$ cat config.mk
export PLATFORM = sky130hd
export DESIGN_NAME = rr_grant_sequencer
export DESIGN_NICKNAME = d
export VERILOG_FILES = /design/src/rtl/rr_grant_sequencer.sv
export SDC_FILE = /design/constraint.sdc
export NUM_CORES = 1
export LEC_CHECK = 0
export CAP_MARGIN = 15
export CORE_ASPECT_RATIO = 0.7
export CORE_UTILIZATION = 52
export CTS_BUF_LIST = sky130_fd_sc_hd__clkbuf_4 sky130_fd_sc_hd__clkbuf_8
export CTS_CLUSTER_SIZE = 24
export DETAILED_ROUTE_END_ITERATION = 12
export PLACE_DENSITY_LB_ADDON = 0.12
export SLEW_MARGIN = 10
export SYNTH_ARGS = -nofsm -noshare
export SYNTH_HDL_FRONTEND = slang
export SYNTH_SLANG_ARGS = --single-unit
$ cat constraint.sdc
create_clock -name clk -period 2 [get_ports clk]
set_clock_uncertainty 0.15 [all_clocks]
set_input_delay 0.2 -clock clk [delete_from_list [all_inputs] [get_ports clk]]
set_output_delay 0.2 -clock clk [all_outputs]
set_load 0.01 [all_outputs]
$ cat src/rtl/rr_grant_sequencer.sv
// Round-robin grant sequencer: one-cycle grant pulses separated by a cool-down cycle,
// cancel/go suspension, and per-requester wait-age tracking with sticky deadline-miss flags.
module rr_grant_sequencer #(
   parameter int N        = 4,
   parameter int DEADLINE = 8
) (
   input  logic         clk,
   input  logic         reset,
   input  logic [N-1:0] req,
   input  logic         cancel,
   input  logic         go,
   output logic [N-1:0] grant,
   output logic         holding,
   output logic [N-1:0] miss
);

   localparam int PW = (N > 1) ? $clog2(N) : 1;
   localparam int AW = $clog2(DEADLINE + 1);

   typedef enum logic [1:0] {
      S_IDLE  = 2'd0,
      S_GRANT = 2'd1,
      S_COOL  = 2'd2,
      S_HOLD  = 2'd3
   } state_t;

   state_t          state_q, state_d;
   logic [N-1:0]    pend_q, pend_d;
   logic [PW-1:0]   ptr_q, ptr_d;
   logic [PW-1:0]   sel_q, sel_d;
   logic [N-1:0]    cand;
   logic [PW-1:0]   pick;
   logic            enter_grant;

   // Rotating priority search: first candidate at or above ptr, wrapping at N-1.
   always_comb begin
      int  j;
      logic found;
      pick  = '0;
      found = 1'b0;
      cand  = pend_q | req;
      for (int k = 0; k < N; k++) begin
         j = int'(ptr_q) + k;
         if (j >= N) begin
            j = j - N;
         end
         if (!found && cand[j]) begin
            found = 1'b1;
            pick  = PW'(j);
         end
      end
   end

   always_comb begin
      state_d     = state_q;
      enter_grant = 1'b0;
      case (state_q)
         S_IDLE, S_COOL: begin
            if (cancel) begin
               state_d = S_HOLD;
            end else if (|cand) begin
               state_d     = S_GRANT;
               enter_grant = 1'b1;
            end else begin
               state_d = S_IDLE;
            end
         end
         S_GRANT: begin
            state_d = cancel ? S_HOLD : S_COOL;
         end
         S_HOLD: begin
            if (go && !cancel) begin
               state_d = S_IDLE;
            end
         end
         default: state_d = S_IDLE;
      endcase
   end

   // A request picked on the same edge it arrives is consumed without ever pending.
   always_comb begin
      pend_d = cand;
      sel_d  = sel_q;
      ptr_d  = ptr_q;
      if (enter_grant) begin
         pend_d[pick] = 1'b0;
         sel_d        = pick;
         ptr_d        = (pick == PW'(N - 1)) ? '0 : pick + 1'b1;
      end
   end

   always_ff @(posedge clk or posedge reset) begin
      if (reset) begin
         state_q <= S_IDLE;
         pend_q  <= '0;
         ptr_q   <= '0;
         sel_q   <= '0;
      end else begin
         state_q <= state_d;
         pend_q  <= pend_d;
         ptr_q   <= ptr_d;
         sel_q   <= sel_d;
      end
   end

   always_comb begin
      grant = '0;
      if (state_q == S_GRANT) begin
         grant[sel_q] = 1'b1;
      end
   end

   assign holding = (state_q == S_HOLD);

   // Ages freeze while suspended; a saturated age keeps re-flagging the sticky miss.
   generate
      for (genvar gi = 0; gi < N; gi++) begin : g_age
         logic [AW-1:0] age_q, age_d;
         logic          miss_q, miss_d;

         always_comb begin
            age_d  = age_q;
            miss_d = miss_q;
            if (!pend_q[gi] || !pend_d[gi]) begin
               age_d = '0;
            end else if (state_q == S_HOLD) begin
               age_d = age_q;
            end else if (age_q == AW'(DEADLINE)) begin
               miss_d = 1'b1;
            end else begin
               age_d = age_q + 1'b1;
            end
         end

         always_ff @(posedge clk or posedge reset) begin
            if (reset) begin
               age_q  <= '0;
               miss_q <= 1'b0;
            end else begin
               age_q  <= age_d;
               miss_q <= miss_d;
            end
         end

         assign miss[gi] = miss_q;
      end
   endgenerate

endmodule

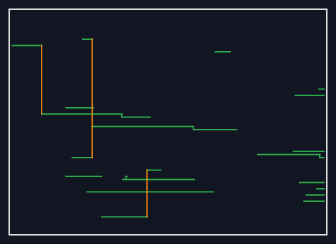
Fig. 1. Routed metal, one color a layer.
Only two layers are drawn.
legend:
  orange:
    layer: metal 4
    wire_length: 51.0 um
  green:
    layer: metal 3
    wire_length: 188 um

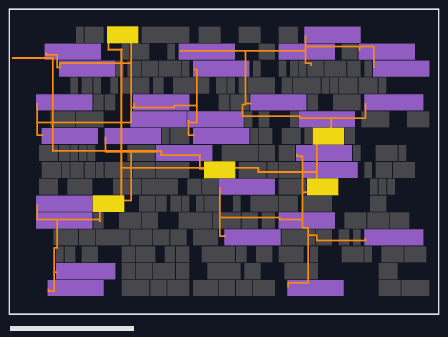
Fig. 2. Clock distribution.
The bar under the picture is 20 um long.
legend:
  purple:
    item: flip-flops
    count: 30
  orange:
    item: clock wires
    length: 403 um
  yellow:
    item: clock drivers
    count: 5
flops lie: widely spread
routed clock nets: 6
Power Clock: 514 uW
part of the power in the clock network: 20.0%
Latency at later pin: 280 ps

critical path: cells and delay by family, from the launching register on:
| kind | cells | cell delay [ps] |
|---|---|---|
| and+or+nand+nor | 2 | 350 |
| adders and majority gates | 1 | 280 |
| muxes | 1 | 260 |
| AOI/OAI and AO/OA | 1 | 240 |
| buffers and inverters | 1 | 180 |
| DFF | 1 | 420 |
cell usage in the layout (no fill, tap or decap), types with 2 or more instances in the layout:
master and count:
buf_4 18, nand3_1 8, nand4_1 4, clkdlybuf4s50_1 14, nor2_4 2, nand2_1 10
a21oi_1 9, or4_4 2, o21ai_0 2, dfrtp_1 27, dfrtp_2 3, nor2_1 15
nor2_2 4, a211oi_2 2, clkbuf_8 6, ha_2 3, nor4bb_1 2, inv_1 15
xnor2_1 4, a21bo_4 3, a21bo_2 2, nand3b_1 4, xor2_1 8, ha_1 9
mux2_4 3, o31ai_2 3
routing by layer:
layer	global-route usage [%]	up-vias
met1	32.9	662
met4	8.16	0
met5	0	-
met3	7.71	7
li1	-	614
met2	37.1	27
kinds of logic after synthesis:
kind of cell | after synthesis | synth area share (%)
AND-OR/OR-AND | 26 | 11.6
XOR/XNOR | 12 | 6.44
adder cells (fa/ha/maj) | 12 | 9.20
buffers and inverters | 22 | 6.05
flip-flops | 30 | 46.0
multiplexers | 3 | 2.76
AND/OR/NAND/NOR | 56 | 17.9
final cells by class:
| class | count | area, um2 | share of cell area [%] |
|---|---|---|---|
| Timing Repair Buffer | 35 | 308 | 14.4 |
| Sequential cell | 30 | 754 | 35.2 |
| Clock inverter | 1 | 5.00 | 0.234 |
| Tap cell | 36 | 45.0 | 2.10 |
| Multi-Input combinational cell | 109 | 878 | 41.0 |
| Inverter | 16 | 60.1 | 2.81 |
| Clock buffer | 7 | 90.1 | 4.21 |
==> flow_summary.yaml <==
# yosys + openroad results
worst_setup_path:
  r2r.worst_path.cells: 6
  crit_arrival_ps: 2000
  cp_cell_sequence: "nor2_2, and3b_1, a211oi_2, buf_4, ha_2, mux2_4"
  cp.required_ps: 2010
logic_synthesis:
  yosysCellCount: 161
  syn-num-nets: 181
  yosysTopAreaCell: "dfrtp_1"
outcome:
  status: "finished, final reports clean"
floorplan:
  num_rows: 16
  die_x_um: 69.0
placement:
  gp_congestion: 0.854
  place_inst: 221
drt:
  drcViolationCount: 0
  finalWirelength_um: 3670
layout:
  stdcell_count: 234
  n_fill_cell: 197
  nets: 217
pwr:
  pwr-share-seq_pct: 39.5
sta:
  finalClockPeriodUsage_pct: 99.8
  period_needed_ps: 2000
  setup_viol_count_final: 0
job:
  warnings: 35
Power is estimated from default activity; no workload was simulated.
